File: src/rtl/alu_multicycle.sv
// Registered E-stage ALU with a start/ready/done handshake. Single-cycle ops finish
// on the accept edge. MULTU (shift-add) and DIVU (restoring) iterate one bit per clock.
module alu_multicycle #(
  parameter int WIDTH   = 32,
  parameter int SHAMT_W = 5
) (
  input  logic               clk,
  input  logic               reset,
  input  logic               startALU,
  input  logic [WIDTH-1:0]   operandOneALU,
  input  logic [WIDTH-1:0]   operandTwoALU,
  input  logic [3:0]         ControlValueALU,
  output logic               readyALU,
  output logic               doneALU,
  output logic [WIDTH-1:0]   resultALU,
  output logic [WIDTH-1:0]   resultHiALU,
  output logic               zeroALU,
  output logic               divByZeroALU
);

  localparam logic [1:0] S_IDLE = 2'd0;
  localparam logic [1:0] S_RUN  = 2'd1;
  localparam logic [1:0] S_DONE = 2'd2;

  localparam logic [3:0] OP_AND   = 4'd0;
  localparam logic [3:0] OP_OR    = 4'd1;
  localparam logic [3:0] OP_ADD   = 4'd2;
  localparam logic [3:0] OP_MULTU = 4'd3;
  localparam logic [3:0] OP_DIVU  = 4'd4;
  localparam logic [3:0] OP_SRL   = 4'd5;
  localparam logic [3:0] OP_SUB   = 4'd6;
  localparam logic [3:0] OP_SLT   = 4'd7;
  localparam logic [3:0] OP_LUI   = 4'd8;
  localparam logic [3:0] OP_SLL   = 4'd9;
  localparam logic [3:0] OP_NOR   = 4'd10;
  localparam logic [3:0] OP_XOR   = 4'd11;

  localparam logic [SHAMT_W-1:0] CNT_INIT = SHAMT_W'(WIDTH - 1);

  logic [1:0]         state_q, state_d;
  logic [SHAMT_W-1:0] cnt_q, cnt_d;
  logic               mul_q, mul_d;
  logic [WIDTH-1:0]   b_q, b_d;
  logic [WIDTH-1:0]   acc_q, acc_d;
  logic [WIDTH-1:0]   lo_q, lo_d;
  logic [WIDTH-1:0]   result_q, result_d;
  logic [WIDTH-1:0]   result_hi_q, result_hi_d;
  logic               zero_q, zero_d;
  logic               div_by_zero_q, div_by_zero_d;

  logic [WIDTH-1:0]   alu_res;
  logic [SHAMT_W-1:0] shamt;
  logic               accept;
  logic               long_op;

  logic [WIDTH:0]     mul_sum;
  logic [WIDTH:0]     div_shift;
  logic [WIDTH:0]     div_diff;
  logic               div_ge;
  logic [WIDTH-1:0]   acc_nx;
  logic [WIDTH-1:0]   lo_nx;

  assign shamt   = operandTwoALU[SHAMT_W-1:0];
  assign accept  = startALU && (state_q != S_RUN);
  assign long_op = (ControlValueALU == OP_MULTU) || (ControlValueALU == OP_DIVU);

  // NOTE: every always_comb output gets a default before the case, so no latch is inferred.
  always_comb begin
    alu_res = '0;
    case (ControlValueALU)
      OP_AND:  alu_res = operandOneALU & operandTwoALU;
      OP_OR:   alu_res = operandOneALU | operandTwoALU;
      OP_ADD:  alu_res = operandOneALU + operandTwoALU;
      OP_SRL:  alu_res = operandOneALU >> shamt;
      OP_SUB:  alu_res = operandOneALU - operandTwoALU;
      OP_SLT:  alu_res = ($signed(operandOneALU) < $signed(operandTwoALU)) ? WIDTH'(1) : '0;
      OP_LUI:  alu_res = {operandTwoALU[WIDTH/2-1:0], {(WIDTH/2){1'b0}}};
      OP_SLL:  alu_res = operandOneALU << shamt;
      OP_NOR:  alu_res = ~(operandOneALU | operandTwoALU);
      OP_XOR:  alu_res = operandOneALU ^ operandTwoALU;
      default: alu_res = '0;
    endcase
  end

  // Multiply: {acc, lo} shifts right, adding B into acc when the multiplier LSB is set.
  // Divide: {acc, lo} shifts left, acc is the partial remainder, lo collects quotient bits.
  always_comb begin
    mul_sum   = {1'b0, acc_q} + (lo_q[0] ? {1'b0, b_q} : '0);
    div_shift = {acc_q, lo_q[WIDTH-1]};
    div_diff  = div_shift - {1'b0, b_q};
    div_ge    = !div_diff[WIDTH];
    if (mul_q) begin
      acc_nx = mul_sum[WIDTH:1];
      lo_nx  = {mul_sum[0], lo_q[WIDTH-1:1]};
    end else begin
      acc_nx = div_ge ? div_diff[WIDTH-1:0] : div_shift[WIDTH-1:0];
      lo_nx  = {lo_q[WIDTH-2:0], div_ge};
    end
  end

  always_comb begin
    state_d       = state_q;
    cnt_d         = cnt_q;
    mul_d         = mul_q;
    b_d           = b_q;
    acc_d         = acc_q;
    lo_d          = lo_q;
    result_d      = result_q;
    result_hi_d   = result_hi_q;
    zero_d        = zero_q;
    div_by_zero_d = div_by_zero_q;
    case (state_q)
      S_IDLE, S_DONE: begin
        state_d = S_IDLE;
        if (accept) begin
          if (long_op) begin
            state_d = S_RUN;
            cnt_d   = CNT_INIT;
            mul_d   = (ControlValueALU == OP_MULTU);
            b_d     = operandTwoALU;
            lo_d    = operandOneALU;
            acc_d   = '0;
          end else begin
            state_d       = S_DONE;
            result_d      = alu_res;
            result_hi_d   = '0;
            zero_d        = (alu_res == '0);
            div_by_zero_d = 1'b0;
          end
        end
      end
      S_RUN: begin
        acc_d = acc_nx;
        lo_d  = lo_nx;
        cnt_d = cnt_q - 1'b1;
        if (cnt_q == '0) begin
          state_d       = S_DONE;
          result_d      = lo_nx;
          result_hi_d   = acc_nx;
          zero_d        = (lo_nx == '0);
          div_by_zero_d = !mul_q && (b_q == '0);
        end
      end
      default: state_d = S_IDLE;
    endcase
  end

  // NOTE: sequential state uses non-blocking assignments so all flops update together.
  always_ff @(posedge clk or posedge reset) begin
    if (reset) begin
      state_q       <= S_IDLE;
      cnt_q         <= '0;
      mul_q         <= 1'b0;
      b_q           <= '0;
      acc_q         <= '0;
      lo_q          <= '0;
      result_q      <= '0;
      result_hi_q   <= '0;
      zero_q        <= 1'b0;
      div_by_zero_q <= 1'b0;
    end else begin
      state_q       <= state_d;
      cnt_q         <= cnt_d;
      mul_q         <= mul_d;
      b_q           <= b_d;
      acc_q         <= acc_d;
      lo_q          <= lo_d;
      result_q      <= result_d;
      result_hi_q   <= result_hi_d;
      zero_q        <= zero_d;
      div_by_zero_q <= div_by_zero_d;
    end
  end

  assign readyALU     = (state_q != S_RUN);
  assign doneALU      = (state_q == S_DONE);
  assign resultALU    = result_q;
  assign resultHiALU  = result_hi_q;
  assign zeroALU      = zero_q;
  assign divByZeroALU = div_by_zero_q;

endmodule

File: config.mk
export PLATFORM = sky130hd
export DESIGN_NAME = alu_multicycle
export DESIGN_NICKNAME = d
export VERILOG_FILES = /design/src/rtl/alu_multicycle.sv
export SDC_FILE = /design/constraint.sdc
export NUM_CORES = 1
export LEC_CHECK = 0
export CORE_UTILIZATION = 35
export CTS_CLUSTER_SIZE = 28
export DETAILED_ROUTE_END_ITERATION = 16
export SETUP_SLACK_MARGIN = 0.2
export SYNTH_ARGS = -nofsm -noshare
export SYNTH_HDL_FRONTEND = slang
export SYNTH_SLANG_ARGS = --single-unit
File: constraint.sdc
create_clock -name clk -period 9.2 [get_ports clk]
set_input_delay 1.84 -clock clk [delete_from_list [all_inputs] [get_ports clk]]
set_output_delay 1.84 -clock clk [all_outputs]
set_load 0.05 [all_outputs]
Fig. 1: run 1, signal wires by layer
Scale: 2 px per micron.
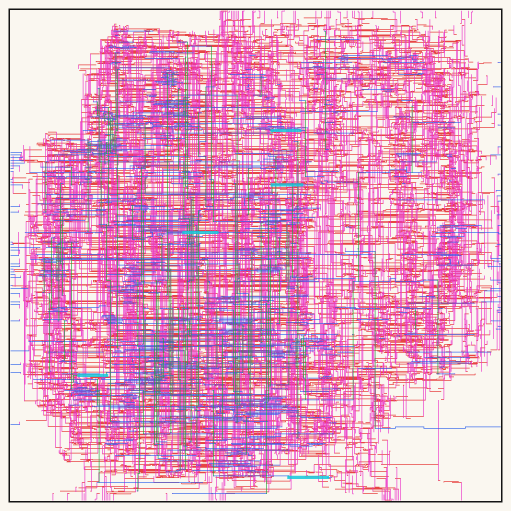
color	layer	wire length
green	M4	4840 microns
red	M1	42.9 mm
magenta	M2	46.9 mm
blue	M3	9590 microns
cyan	M5	78.2 microns

Fig. 2: run 1, floorplan with the power grid
Scale: 1.5 px per micron. Pins as bars on the die edge. Tap cells in gray.
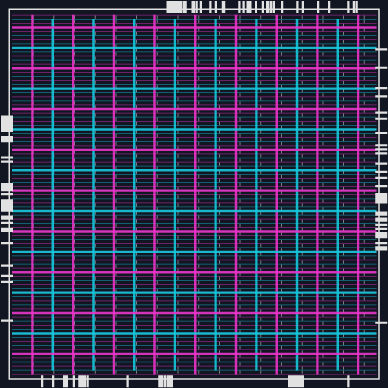
color	net
magenta	VSS
cyan	VDD
met5 straps	17
rows	88
met1 rails	89

==> design notes, run 1 <==
The run gives 0.357 for the starting density of the core. Entering global routing, the biggest net connects 85 pins. The run finished with clean final reports. Nature of the critical path endpoint: a register. The clock-pin slew on the worst setup and hold paths was 0.09 ns. The dominant kind of combinational cell was AND-OR/OR-AND gates. The global routing usage summed across all routing layers came out at 0.340. The area fraction in full adders, half adders and majority gates was 0.104.

The count of TritonRoute iterations in the first routing pass is 5. For the total negative slack for setup checks, the log shows 0 ns. The share of the clock period used by the worst path was 0.771. With the simple-gate share of the synthesized area at 0.185, the power dissipated in the clock network is 741 uW. The switching fraction of total power is 0.508, and the count of sequential standard cells is 170.

The number of synthesized flops with an enable pin is 0, and the final core utilization is 0.402. The tools report the headroom to the max-slew limit as 0.240. In the synthesized netlist, the number of instances is 2688. The most critical min-delay path falls under reg -> reg. Wires add up to 104000 microns.

The run gives 13 for the maximum net fanout on the critical path.
Fig. 3: run 1, placement density heat map
Scale: 1.5 px per micron. 25 x 25 tiles, from white (low) to dark blue (high), 0 to 100% covered.
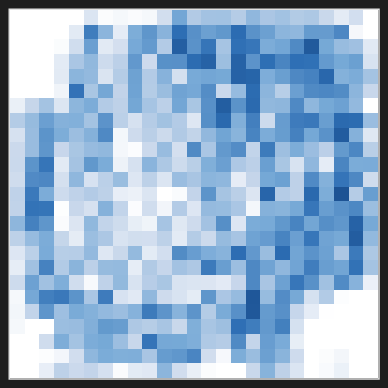
emptiest ninth of the die	upper left
tiles over 75% full	4.2%
mean over tiles	37%
fullest tile	86%
nearly empty tiles	10%

-- run 1: registers in the layout, indices dropped and copies added, names as in the netlist --
register	cells
resultALU	32
b_q	32
cnt_q	5
acc_q	32
lo_q	32
state_q	2
zeroALU	1
mul_q	1
divByZeroALU	1
resultHiALU	32
-- run 1: worst paths after layout --
| kind | start | to | slack (ns) | depth (start not counted) |
|---|---|---|---|---|
| worst min-delay path | resultHiALU[18] | resultHiALU[18] | 0.49 | 2 |
| worst max register to register | lo_q[31] | resultHiALU[10] | 4.11 | 18 |
| worst min register to register | resultHiALU[18] | resultHiALU[18] | 0.49 | 2 |
| max in group asynchronous | reset | acc_q[21] | 6.01 | 3 |
| min in group asynchronous | reset | resultALU[11] | 1.79 | 2 |
| worst max-delay path | operandOneALU[1] | zeroALU | 2.11 | 16 |
==> run 2, diff against run 1 <==
==> constraint.sdc (replaced) <==
create_clock -name clk -period 5.8 [get_ports clk]
set_input_delay 1.16 -clock clk [delete_from_list [all_inputs] [get_ports clk]]
set_output_delay 1.16 -clock clk [all_outputs]
set_load 0.05 [all_outputs]
==> run 2 against run 1 <==
  * Core utilization rose by 2.3 points
  * Area after synthesis did not move
  * First-iteration DRC count fell by 6.8%
  * Non-clock buffer count rose by 162
  * Final cell count rose by 4.6%
  * Clock skew fell by 0.0012 ns
  * Total power rose by 62%
  * Critical endpoint unchanged
  * Highest routed layer unchanged
==> design notes, run 2 <==
Maximum net fanout on the critical path: 10. The area fraction in full adders, half adders and majority gates was 0.104. Before antenna repair, the detailed router went through 6 iterations. STA shows the worst reg2reg path with a cell count of 18. Startpoint of the worst-slack reg-to-reg timing path: lo_q[31]. STA lists the startpoint of the worst hold path as resultHiALU[6].

The startpoint of the most critical setup path is ControlValueALU[2]. Entering global routing, the biggest net connects 106 pins. The detailed-route wire length was 103000 microns; the switching fraction of total power was 0.498. The simple-gate share of the synthesized area works out to 0.185. The starting density of the core came out at 0.357. The global routing usage summed across all routing layers is 0.337, and the slack of the worst reg-to-reg path is 0.89 ns.

The nature of the critical path endpoint is a register. Number of cells on the worst hold path: 2. The critical path capture point was zeroALU. The headroom to the max-slew limit was 0.214. The run finished with clean final reports. The critical path depth in cells works out to 16.
## run 2: cell counts after synthesis
No cell type changed its count.
## run 2: per-layer routing
metal / vias to the layer above / part of all wire / track usage
met5: - / 0.00011 / 0
met4: 2 / 0.052 / 0.168
met3: 213 / 0.080 / 0.0417
met2: 1234 / 0.45 / 0.532
met1: 11200 / 0.42 / 0.450
li1: 10200 / - / -
## run 2: metrics by stage
step,setup TNS [ns],instances,utilization
global placement,-0.0578,3626,0.413
floorplan,0,2688,-
global route,0,3658,0.424
finish,0,3660,0.424
detailed placement,-0.0743,3626,0.413
CTS,0,3658,0.424
## run 2: repair_timing
item,4_1_cts,5_1_grt
resized,0,1
hold buffers,0,0
setup endpoints to repair,0,1
Fig. 4: run 2, clock nets
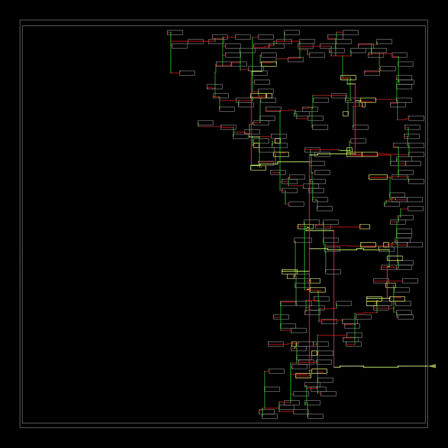
flop count: 170
total clock network power: 1.19 mW
clk ins delay skew pair: 0.47 ns
Clock Skews: 0.0221 ns

Fig. 5: run 2, signal wires by layer
Scale: 2 px per micron.
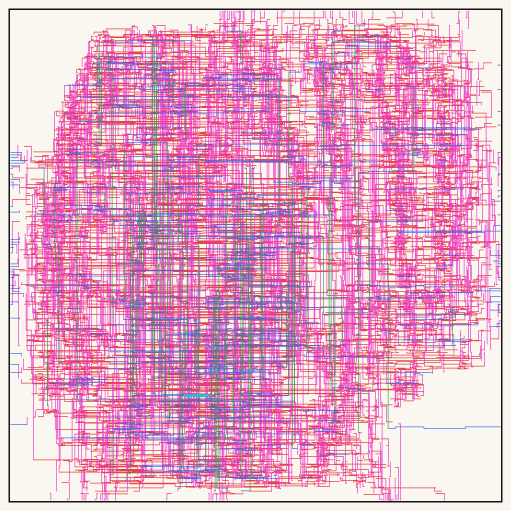
color	layer	wire length
magenta	M2	46.1 mm
green	M4	5390 microns
red	M1	42.9 mm
blue	M3	8240 microns
cyan	M5	11.0 microns

Power and IR drop assume default switching activity.
